==> src/rtl/vect_pkg.sv <==
// Shared defaults and types for the vector memory stage.
package vect_pkg;

   localparam int unsigned LANES  = 6;
   localparam int unsigned LANE_W = 24;
   localparam int unsigned IDX_W  = $clog2(LANES);

   typedef enum logic [1:0] {
      IDLE  = 2'd0,
      STORE = 2'd1,
      LOAD  = 2'd2,
      DRAIN = 2'd3
   } vstate_e;

endpackage

==> src/rtl/mem_vect_seq_if.sv <==
// One-word data-memory port between the vector memory stage and memory.
interface mem_vect_seq_if
   import vect_pkg::*;
#(
   parameter int unsigned N = LANE_W
);

   logic [N-1:0] memAddr;
   logic [N-1:0] memWdata;
   logic         memWe;
   logic         memRe;
   logic [N-1:0] memRdata;

   modport master (
      output memAddr,
      output memWdata,
      output memWe,
      output memRe,
      input  memRdata
   );

   modport slave (
      input  memAddr,
      input  memWdata,
      input  memWe,
      input  memRe,
      output memRdata
   );

endinterface

==> src/rtl/vect_lane_mux.sv <==
// Combinational lane extractor: picks lane sel out of an M-lane packed vector.
module vect_lane_mux
   import vect_pkg::*;
#(
   parameter int unsigned M = LANES,
   parameter int unsigned N = LANE_W
) (
   input  logic [M*N-1:0]         bus,
   input  logic [$clog2(M)-1:0]   sel,
   output logic [N-1:0]           lane_c
);

   // Out-of-range selects read as zero rather than past the vector.
   always_comb begin
      lane_c = '0;
      if (int'(sel) < int'(M)) begin
         lane_c = bus[int'(sel)*N +: N];
      end
   end

endmodule

==> src/rtl/mem_vect_seq.sv <==
// Vector memory stage: serialises vector loads/stores into single-word
// accesses and stalls upstream until done; non-memory results pass through.
module mem_vect_seq
   import vect_pkg::*;
#(
   parameter int unsigned N = LANE_W,
   parameter int unsigned M = LANES
) (
   input  logic             clk,
   input  logic             rst,
   input  logic             start,
   input  logic             memRead,
   input  logic             memWrite,
   input  logic [M*N-1:0]   aluResult,
   input  logic [M*N-1:0]   storeData,
   mem_vect_seq_if.master   mem,
   output logic             stall,
   output logic [M*N-1:0]   resultOut,
   output logic             resultValid
);

   localparam int unsigned VW = M * N;
   localparam int unsigned IW = $clog2(M);

   vstate_e        state, state_d;
   logic [IW-1:0]  idx, idx_d, wr_lane;
   logic [N-1:0]   base, base_d;
   logic [VW-1:0]  sdata, sdata_d;
   logic [VW-1:0]  lbuf, lbuf_d;
   logic [VW-1:0]  res_d;
   logic           rv_d;
   logic [N-1:0]   wlane;
   logic           access;

   // State, lane counter and capture buffers.
   always_ff @(posedge clk) begin
      if (rst) begin
         state       <= IDLE;
         idx         <= '0;
         base        <= '0;
         sdata       <= '0;
         lbuf        <= '0;
         resultOut   <= '0;
         resultValid <= 1'b0;
      end else begin
         state       <= state_d;
         idx         <= idx_d;
         base        <= base_d;
         sdata       <= sdata_d;
         lbuf        <= lbuf_d;
         resultOut   <= res_d;
         resultValid <= rv_d;
      end
   end

   // Next-state, lane sequencing and load-buffer fill.
   always_comb begin
      state_d = state;
      idx_d   = idx;
      base_d  = base;
      sdata_d = sdata;
      lbuf_d  = lbuf;
      res_d   = resultOut;
      rv_d    = 1'b0;
      wr_lane = idx - IW'(1);

      case (state)
         IDLE: begin
            if (start) begin
               base_d  = aluResult[N-1:0];
               sdata_d = storeData;
               idx_d   = '0;
               if (memWrite) begin
                  state_d = STORE;
               end else if (memRead) begin
                  state_d = LOAD;
               end else begin
                  res_d = aluResult;
                  rv_d  = 1'b1;
               end
            end
         end
         STORE: begin
            idx_d = idx + IW'(1);
            if (idx == IW'(M - 1)) begin
               state_d = IDLE;
               idx_d   = '0;
            end
         end
         LOAD: begin
            // Read data for the previous lane arrives while this one issues.
            if (idx != '0) begin
               lbuf_d[int'(wr_lane)*N +: N] = mem.memRdata;
            end
            idx_d = idx + IW'(1);
            if (idx == IW'(M - 1)) begin
               state_d = DRAIN;
               idx_d   = '0;
            end
         end
         DRAIN: begin
            lbuf_d[(M-1)*N +: N] = mem.memRdata;
            res_d   = lbuf_d;
            rv_d    = 1'b1;
            state_d = IDLE;
         end
         default: begin
            state_d = IDLE;
            idx_d   = '0;
         end
      endcase
   end

   vect_lane_mux #(
      .M (M),
      .N (N)
   ) u_wmux (
      .bus    (sdata),
      .sel    (idx),
      .lane_c (wlane)
   );

   // Memory port decoded from state, counter and captured operands only.
   assign access       = (state == STORE) || (state == LOAD);
   assign stall        = (state != IDLE);
   assign mem.memWe    = (state == STORE);
   assign mem.memRe    = (state == LOAD);
   assign mem.memAddr  = access ? (base + N'(idx)) : '0;
   assign mem.memWdata = (state == STORE) ? wlane : '0;

endmodule

==> src/flat_wrapper.sv <==
// flat-port wrapper written by rule: the top's interface ports become plain ports
module mem_vect_seq_flat import vect_pkg::*;
#(
   parameter int unsigned N = LANE_W,
   parameter int unsigned M = LANES
)
  (clk, rst, start, memRead, memWrite, aluResult, storeData, stall, resultOut, resultValid, mem_memAddr, mem_memWdata, mem_memWe, mem_memRe, mem_memRdata);
  mem_vect_seq_if #(.N(N)) mem_i ();
  input  logic clk;
  input  logic rst;
  input  logic start;
  input  logic memRead;
  input  logic memWrite;
  input  logic [M*N-1:0] aluResult;
  input  logic [M*N-1:0] storeData;
  output logic stall;
  output logic [M*N-1:0] resultOut;
  output logic resultValid;
  output wire logic [$bits(mem_i.memAddr)-1:0] mem_memAddr;
  output wire logic [$bits(mem_i.memWdata)-1:0] mem_memWdata;
  output wire logic [$bits(mem_i.memWe)-1:0] mem_memWe;
  output wire logic [$bits(mem_i.memRe)-1:0] mem_memRe;
  input wire logic [$bits(mem_i.memRdata)-1:0] mem_memRdata;
  assign mem_memAddr = mem_i.memAddr;
  assign mem_memWdata = mem_i.memWdata;
  assign mem_memWe = mem_i.memWe;
  assign mem_memRe = mem_i.memRe;
  assign mem_i.memRdata = mem_memRdata;
  mem_vect_seq #(.N(N), .M(M)) u_core (.clk(clk), .rst(rst), .start(start), .memRead(memRead), .memWrite(memWrite), .aluResult(aluResult), .storeData(storeData), .mem(mem_i), .stall(stall), .resultOut(resultOut), .resultValid(resultValid));
endmodule
==> config.mk <==
export PLATFORM = sky130hd
export DESIGN_NAME = mem_vect_seq_flat
export DESIGN_NICKNAME = d
export VERILOG_FILES = /design/src/rtl/vect_pkg.sv /design/src/rtl/mem_vect_seq_if.sv /design/src/rtl/vect_lane_mux.sv /design/src/rtl/mem_vect_seq.sv /design/src/flat_wrapper.sv
export SDC_FILE = /design/constraint.sdc
export NUM_CORES = 1
export LEC_CHECK = 0
export CAP_MARGIN = 15
export CORE_MARGIN = 1.5
export CORE_UTILIZATION = 53
export DETAILED_ROUTE_END_ITERATION = 12
export PLACE_DENSITY = 0.86
export SYNTH_ARGS = -nofsm -noshare
export SYNTH_HDL_FRONTEND = slang
export SYNTH_SLANG_ARGS = --single-unit
==> constraint.sdc <==
create_clock -name clk -period 14.29 [get_ports clk]
set_clock_uncertainty 0.05 [all_clocks]
set_input_delay 3.5725 -clock clk [delete_from_list [all_inputs] [get_ports clk]]
set_output_delay 3.5725 -clock clk [all_outputs]
set_load 0.02 [all_outputs]
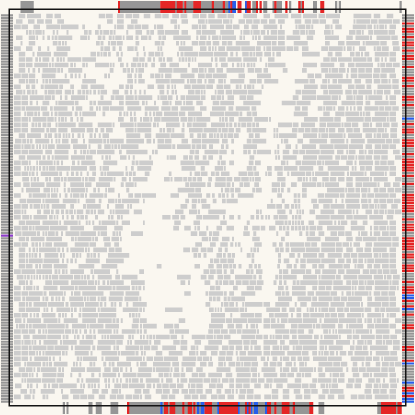
*Ports around the boundary, run 1*
Scale: 2 px per um. Pins as bars across the die edge, other pins in gray.
| color | port | pins | direction | edge |
|---|---|---|---|---|
| blue | mem_memRdata | 24 | input | 11 bottom, 9 right, 4 top |
| purple | memWrite | 1 | input | left |
| red | aluResult | 144 | input | 66 right, 46 bottom, 32 top |

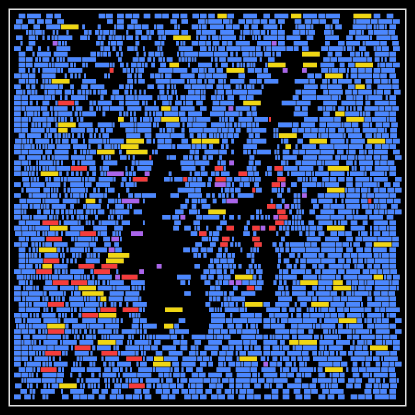
*Drive-strength map, run 1*
Scale: 2 px per um.
| color | size | cells | share |
|---|---|---|---|
| red | drive 2 | 50 | 1.8% |
| purple | drive 3 to 4 | 26 | 0.95% |
| yellow | drive 6 and up | 68 | 2.5% |
| blue | drive 1 or less | 2586 | 95% |

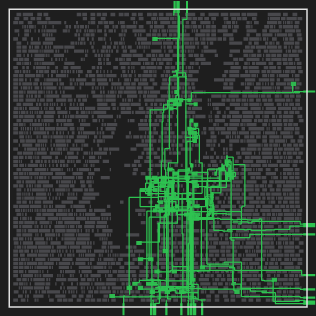
*Nets reached from selected ports, run 1*
Scale: 1.5 px per um.
| color | port | bits | direction | edge | end cells | buffers | wire |
|---|---|---|---|---|---|---|---|
| green | mem_memRdata | 24 | input | 11 bottom, 9 right, 4 top | 104 | 24 | 4350 um |

==> Slide: Implementation Results, run 1 <==
Physical Implementation Snapshot

Critical path
  – WS Path Type: reg -> out
  – CP Buf/Inv Count: 2
  – R2r endpoint: u_core.lbuf[85]
  – R2R cell count: 13
  – Levels on crit path: 8
  – Setup crit start: u_core.idx[0]
  – Crit path DRT: 10670 ps
  – CP max stage delay: 990 ps
  – Crit-path slowest cell: dfxtp_4
  – Top delay family on crit path: flip-flops
  – Reg2reg setup slack: slightly above 7000 ps
  – CP Capture Point: mem_memAddr[14]
  – Cell Chain, Critical Path: ha_1 -> inv_1 -> fa_1 -> nor2b_1 -> o211ai_1 -> or3_1 -> a21oi_1 -> clkdlybuf4s50_1
  – Reg-to-Reg Start: u_core.idx[0]

Timing
  – Min Tclk post-route: between 7000 and 8000 ps
  – RSZ-0062 raised after global routing: no
  – Pins Over Slew Limit: 0
  – Final hold slack: just over 400 ps
  – Slew HR: 16.10%
  – Highest clock rate: 0.1294 GHz
  – Period utilisation layout: between 50 and 60%

Yosys
  – Syn Std Cell Area: between 20000 and 25000 sq um
  – Top cells by area: dfxtp_1, mux2i_1, nand2_1
  – Mapped Nets: 2653
  – Dominant register cell: dfxtp_1
  – Registers, synthesis: 438
  – Yosys stat area: 20050 sq um
  – Mapped Avg Cell Area: 8.648 sq um
  – Yosys Instances: 2318
  – Synth Warn #: 0
  – Synth Instances: 2318
  – Yosys cell types: roughly 60
  – Post-synth ARST share: 0%

Pwr
  – PwrDens: between 150 and 200 nW/um^2
  – Power share of the clock group: slightly below 30%
  – P_int: 2684 uW

Clock network
  – H-Tree Depth: 2
  – CTS tree: yes
  – CTS buffer count: approximately 45
  – # hold bufs at CTS: 0
  – Longest Clk Path Bufs: 3
  – # resized after CTS: 0
  – Worst-path clk slew: 60 ps
  – # Post-CTS Setup Buffers: 0

Run status
  – Status: finished, final reports clean

Floorplanning
  – IO Pins: just over 500
  – Starting Density: 53.47%
  – Die span in x: 197.5 um
  – Die Y: 197.5 um
  – Total die size: 39000 sq um
  – Core Area: 37490 sq um

Cells and area
  – Final net count: approximately 3000
  – Share of cells above drive strength 1: 5.275%
  – Final Util: 71.39%

Routing
  – Via count: roughly 19000
  – Initial detailed-routing violation count: 1756
  – Via density: 5.990
  – DRC: 0
  – Antenna-violating nets left: 0
  – WL final: 70350 um

Min path
  – Worst hold-check path type: reg -> reg

Run
  – Max cap viols: 0
  – Tool warning count: 46

Global route
  – Grt total ovfl: 0
  – GRT Resource Usage Total: 34.64%
  – Antenna violations before repair: 1

Place
  – RD Place Congestion: 0.9797
run 1: layer usage:
metal  part of all wire, %  vias up  GRT usage, %
met3                   9.3      218         6.983
met4                   6.0        0         20.67
met2                    48     1080         59.83
met5                     0        -             0
met1                    37     9140         39.57
li1                      -     8981             -
run 1: state kept, by name, summed over array words and instances (netlist names):
| register | cells |
|---|---|
| u_core.resultOut | 144 |
| u_core.sdata | 144 |
| u_core.lbuf | 120 |
| u_core.base | 24 |
| u_core.idx | 3 |
| u_core.state | 2 |
| u_core.resultValid | 1 |
run 1: through the flow:
step | cells | worst slack, ps | cell area (sq um)
after global placement | 3161 | 7146 | 25220
after detailed placement | 3161 | 7120 | 25220
after CTS | 3239 | 6514 | 26750
after global routing | 3242 | 6256 | 26760
after floorplan | 2318 | 8199 | 20050
final | 3242 | 6563 | 26760
run 1: cells by family after synthesis:
logic type / Yosys count / synth area share [%]
adders and majority gates: 19 / 1.248
AOI/OAI and AO/OA: 568 / 18.39
DFF: 438 / 43.74
and+or+nand+nor: 810 / 17.49
xor gates and xnor gates: 19 / 1.117
muxes: 244 / 13.73
buffers and inverters: 220 / 4.282
run 1: tightest hold or removal path, delay by kind of cell, from the launching register on:
family | cells | cell delay, ps
DFF | 1 | 310
AOI/OAI and AO/OA | 1 | 50
and+or+nand+nor | 1 | 50
run 1: final cells by class:
type	count	area (sq um)
clock inverter	12	182.7
timing repair buffer	529	5268
multi-input combinational	1660	10460
fill	2785	10730
antenna	1	2.502
inverter	25	93.84
sequential	438	8773
clock buffer	66	1345
tap	511	639.4
run 1: how the worst min path moves through the flow:
stage,depth (start not counted),start,slack [ps],endpoint
6_report,2,u_core.sdata[111],400,u_core.sdata[111]
4_1_cts,2,u_core.sdata[118],400,u_core.sdata[118]
2_1_floorplan,2,u_core.lbuf[80],380,u_core.lbuf[80]
3_5_place_dp,2,u_core.sdata[103],390,u_core.sdata[103]
3_3_place_gp,2,u_core.sdata[124],390,u_core.sdata[124]
5_1_grt,2,u_core.sdata[1],420,u_core.sdata[1]
run 1: power by group through the flow:
| stage | Combinational (uW) | Clock [uW] | Sequential, uW |
|---|---|---|---|
| 6_report | 1440 | 1220 | 1530 |
| 2_1_floorplan | 826 | 0 | 1580 |
| 3_3_place_gp | 1390 | 0 | 1550 |
| 3_5_place_dp | 1410 | 0 | 1560 |
| 4_1_cts | 1420 | 1230 | 1530 |
| 5_1_grt | 1530 | 1270 | 1550 |
### Placement view, run 1

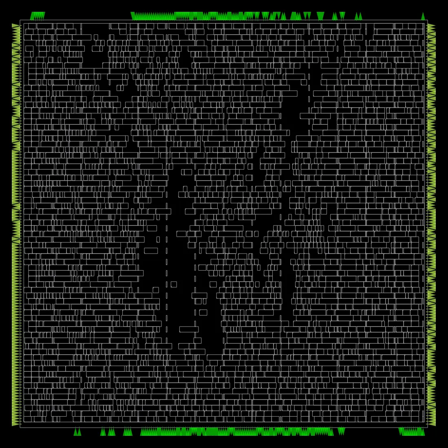

## Run 2: what changed since run 1
--- a/config.mk
+++ b/config.mk
@@ -7,9 +7,9 @@
 export LEC_CHECK = 0
 export CAP_MARGIN = 15
 export CORE_MARGIN = 1.5
-export CORE_UTILIZATION = 53
+export CORE_UTILIZATION = 50
 export DETAILED_ROUTE_END_ITERATION = 12
-export PLACE_DENSITY = 0.86
+export PLACE_DENSITY = 0.81
 export SYNTH_ARGS = -nofsm -noshare
 export SYNTH_HDL_FRONTEND = slang
 export SYNTH_SLANG_ARGS = --single-unit
==> constraint.sdc (replaced) <==
create_clock -name clk -period 7.6 [get_ports clk]
set_clock_uncertainty 0.05 [all_clocks]
set_input_delay 1.9 -clock clk [delete_from_list [all_inputs] [get_ports clk]]
set_output_delay 1.9 -clock clk [all_outputs]
set_load 0.02 [all_outputs]
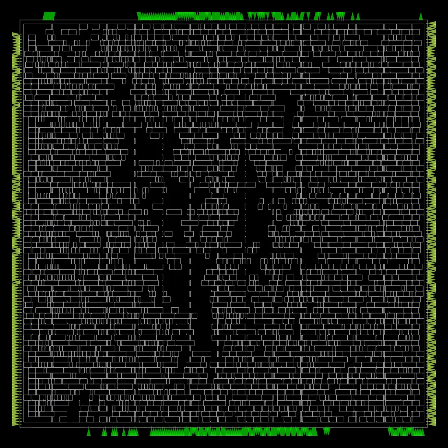
*Placement view, run 2*
FFs & Latches: 438
Core Area: 39640 sq um
Final Util: 67.65%

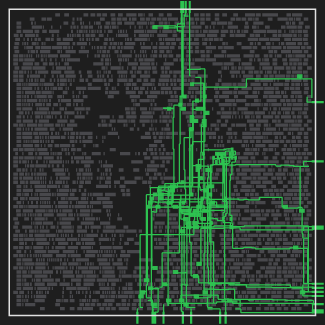
*Nets reached from selected ports, run 2*
Scale: 1.5 px per um.
| color | port | bits | direction | edge | end cells | buffers | wire |
|---|---|---|---|---|---|---|---|
| green | mem_memRdata | 24 | input | 11 right, 9 bottom, 4 top | 104 | 24 | 4200 um |

==> run 2 against run 1 <==
Effect of this change: sequential share of layout area decreased by 0.066 points; combinational power rose by 91%; global-route usage down 1.7 points; first-iteration DRC count decreased by 0.40%; sequential cell count unchanged; clock-buffer cell count increased by 6; critical path type is now reg -> reg; critical endpoint is now u_core.lbuf[20].
==> Slide: Implementation Results, run 2 <==
Physical Implementation Snapshot

Min path
  – HP Start: u_core.sdata[56]
  – Worst hold-check path type: reg -> reg
  – Hold worst-path end: u_core.sdata[56]
  – Hold path cells: 2

Cells and area
  – Reg area: 8773 sq um
  – Final net count: 3036
  – Logic area: 10460 sq um
  – Regs by FF count: u_core.resultOut x144, u_core.sdata x144, u_core.lbuf x120
  – Ant diodes: 0
  – Finished Cell Area: between 20000 and 30000 sq um
  – Layout filler cell count: 3112
  – Share of cells above drive strength 1: 5.407%
  – Final Instance Count excl. Fillers: 3262

Global route
  – Antenna violations before repair: 0
  – GR met2 Demand/Resource: 56.62%
  – Grt total ovfl: 0
  – GR Layer Usage met1: 38.68%
  – GRT Resource Usage Total: 32.90%
  – M3 GR Usage: 6.536%
  – Most Crowded Layer GR: met2

Yosys
  – Top cells by area: dfxtp_1, mux2i_1, nand2_1
  – Mapped Nets: 2653
  – Yosys Instances: 2318
  – Synth Instances: 2318
  – Yosys cell types: around 60
  – Registers, synthesis: 438
  – Post-synth ARST share: 0%
  – Yosys top cell by area: dfxtp_1
  – Syn Std Cell Area: approximately 20000 sq um
  – Synth Warn #: 0
  – Mapped Avg Cell Area: 8.648 sq um
  – Dominant register cell: dfxtp_1

Critical path
  – WS Path Type: reg -> reg
  – Reg2reg setup slack: 1190 ps
  – R2R cell count: 13
  – Reg-to-Reg Start: u_core.idx[0]
  – Crit path DRT: 7990 ps
  – R2r endpoint: u_core.lbuf[20]

Clock network
  – # resized after CTS: 0
  – CTS tree: yes
  – Longest Clk Path Bufs: 3
  – H-Tree Depth: 2
  – # hold bufs at CTS: 0
  – # Post-CTS Setup Buffers: 0
  – CTS buffer count: 45
  – Worst-path clk slew: around 60 ps

Run
  – Max cap viols: 0
  – Tool warning count: 42

Pwr
  – PwrDens: roughly 290 nW/um^2

Timing
  – Final Hold Fails: 0
  – Min Tclk post-route: 6412 ps
  – Highest clock rate: between 0.15 and 0.2 GHz
  – TNS Setup: 0 ps
  – Slew HR: around a fifth
  – Pins Over Slew Limit: 0
  – Period utilisation layout: 84.37%

Floorplanning
  – IO Pins: 513
  – Total die size: 41300 sq um
  – Die span in x: 203.2 um
  – Die Y: 203.2 um
  – Starting Density: roughly 51%

Place
  – RD Place Congestion: 0.9480
  – Placed Area: 25270 sq um
  – Inst Count DP: 3178

Routing
  – Initial detailed-routing violation count: 1749
  – Via count: approximately 19000
  – Antenna-violating nets left: 0
  – DRC: 0
  – WL final: 70350 um
  – Via density: between 5 and 6

Run status
  – Status: finished, final reports clean
[run 2: logic make-up after synthesis]
family	synth area share (%)
DFF	43.74
adders and majority gates	1.248
buffers and inverters	4.282
xor gates and xnor gates	1.117
muxes	13.73
and+or+nand+nor	17.49
AOI/OAI and AO/OA	18.39
[run 2: area by class of cell]
class | instances | share of cell area, %
tap | 525 | 2.450
clock inverter | 11 | 0.4433
inverter | 25 | 0.3499
multi-input combinational | 1660 | 39.00
timing repair buffer | 531 | 19.75
sequential | 438 | 32.72
clock buffer | 72 | 5.296
[run 2: critical path: stages, from the launching register on]
cell       delay, ps
dfxtp_4          830
inv_1            260
ha_1             300
xnor2_1          720
inv_1            580
fa_1             730
nand2b_1         230
nand2b_1         230
inv_1             70
ha_1             440
o2111ai_1        550
nor4_2           790
or2_1            370
a21oi_1          120
[run 2: worst max-delay path by stage]
stage	depth (start not counted)	to	slack [ps]	from
3_3_place_gp	13	u_core.lbuf[16]	1570	u_core.idx[0]
4_1_cts	13	u_core.lbuf[20]	1300	u_core.idx[0]
3_5_place_dp	13	u_core.lbuf[20]	1300	u_core.idx[0]
6_report	13	u_core.lbuf[20]	1190	u_core.idx[0]
5_1_grt	13	u_core.lbuf[20]	810	u_core.idx[0]
2_1_floorplan	20	u_core.lbuf[80]	2510	u_core.idx[1]
[run 2: where the power goes]
part / total, uW / switching (uW) / internal [uW] / leakage (uW)
Combinational: 2750 / 1680 / 1070 / 0.00482
Sequential: 2860 / 242 / 2620 / 0.00357
Clock: 2270 / 920 / 1350 / 0.000760
[run 2: layer usage]
| metal | wire length [um] | vias up |
|---|---|---|
| li1 | - | 8994 |
| met1 | 27210 | 9031 |
| met2 | 33880 | 841 |
| met3 | 5458 | 185 |
| met4 | 3799 | 0 |
| met5 | 0 | - |
[run 2: metrics by stage]
step	setup WS (ps)	util (%)	total power, uW	hold WS [ps]
3_3_place_gp	1570	63.75	5572	389.4
5_1_grt	810.5	67.65	8213	420.2
4_1_cts	1298	67.63	7873	404.4
3_5_place_dp	1297	63.75	5607	395.8
2_1_floorplan	2507	-	4521	381.1
6_report	1188	67.65	7876	404.0
No activity file was given, so power comes from the tool's default toggle rates.
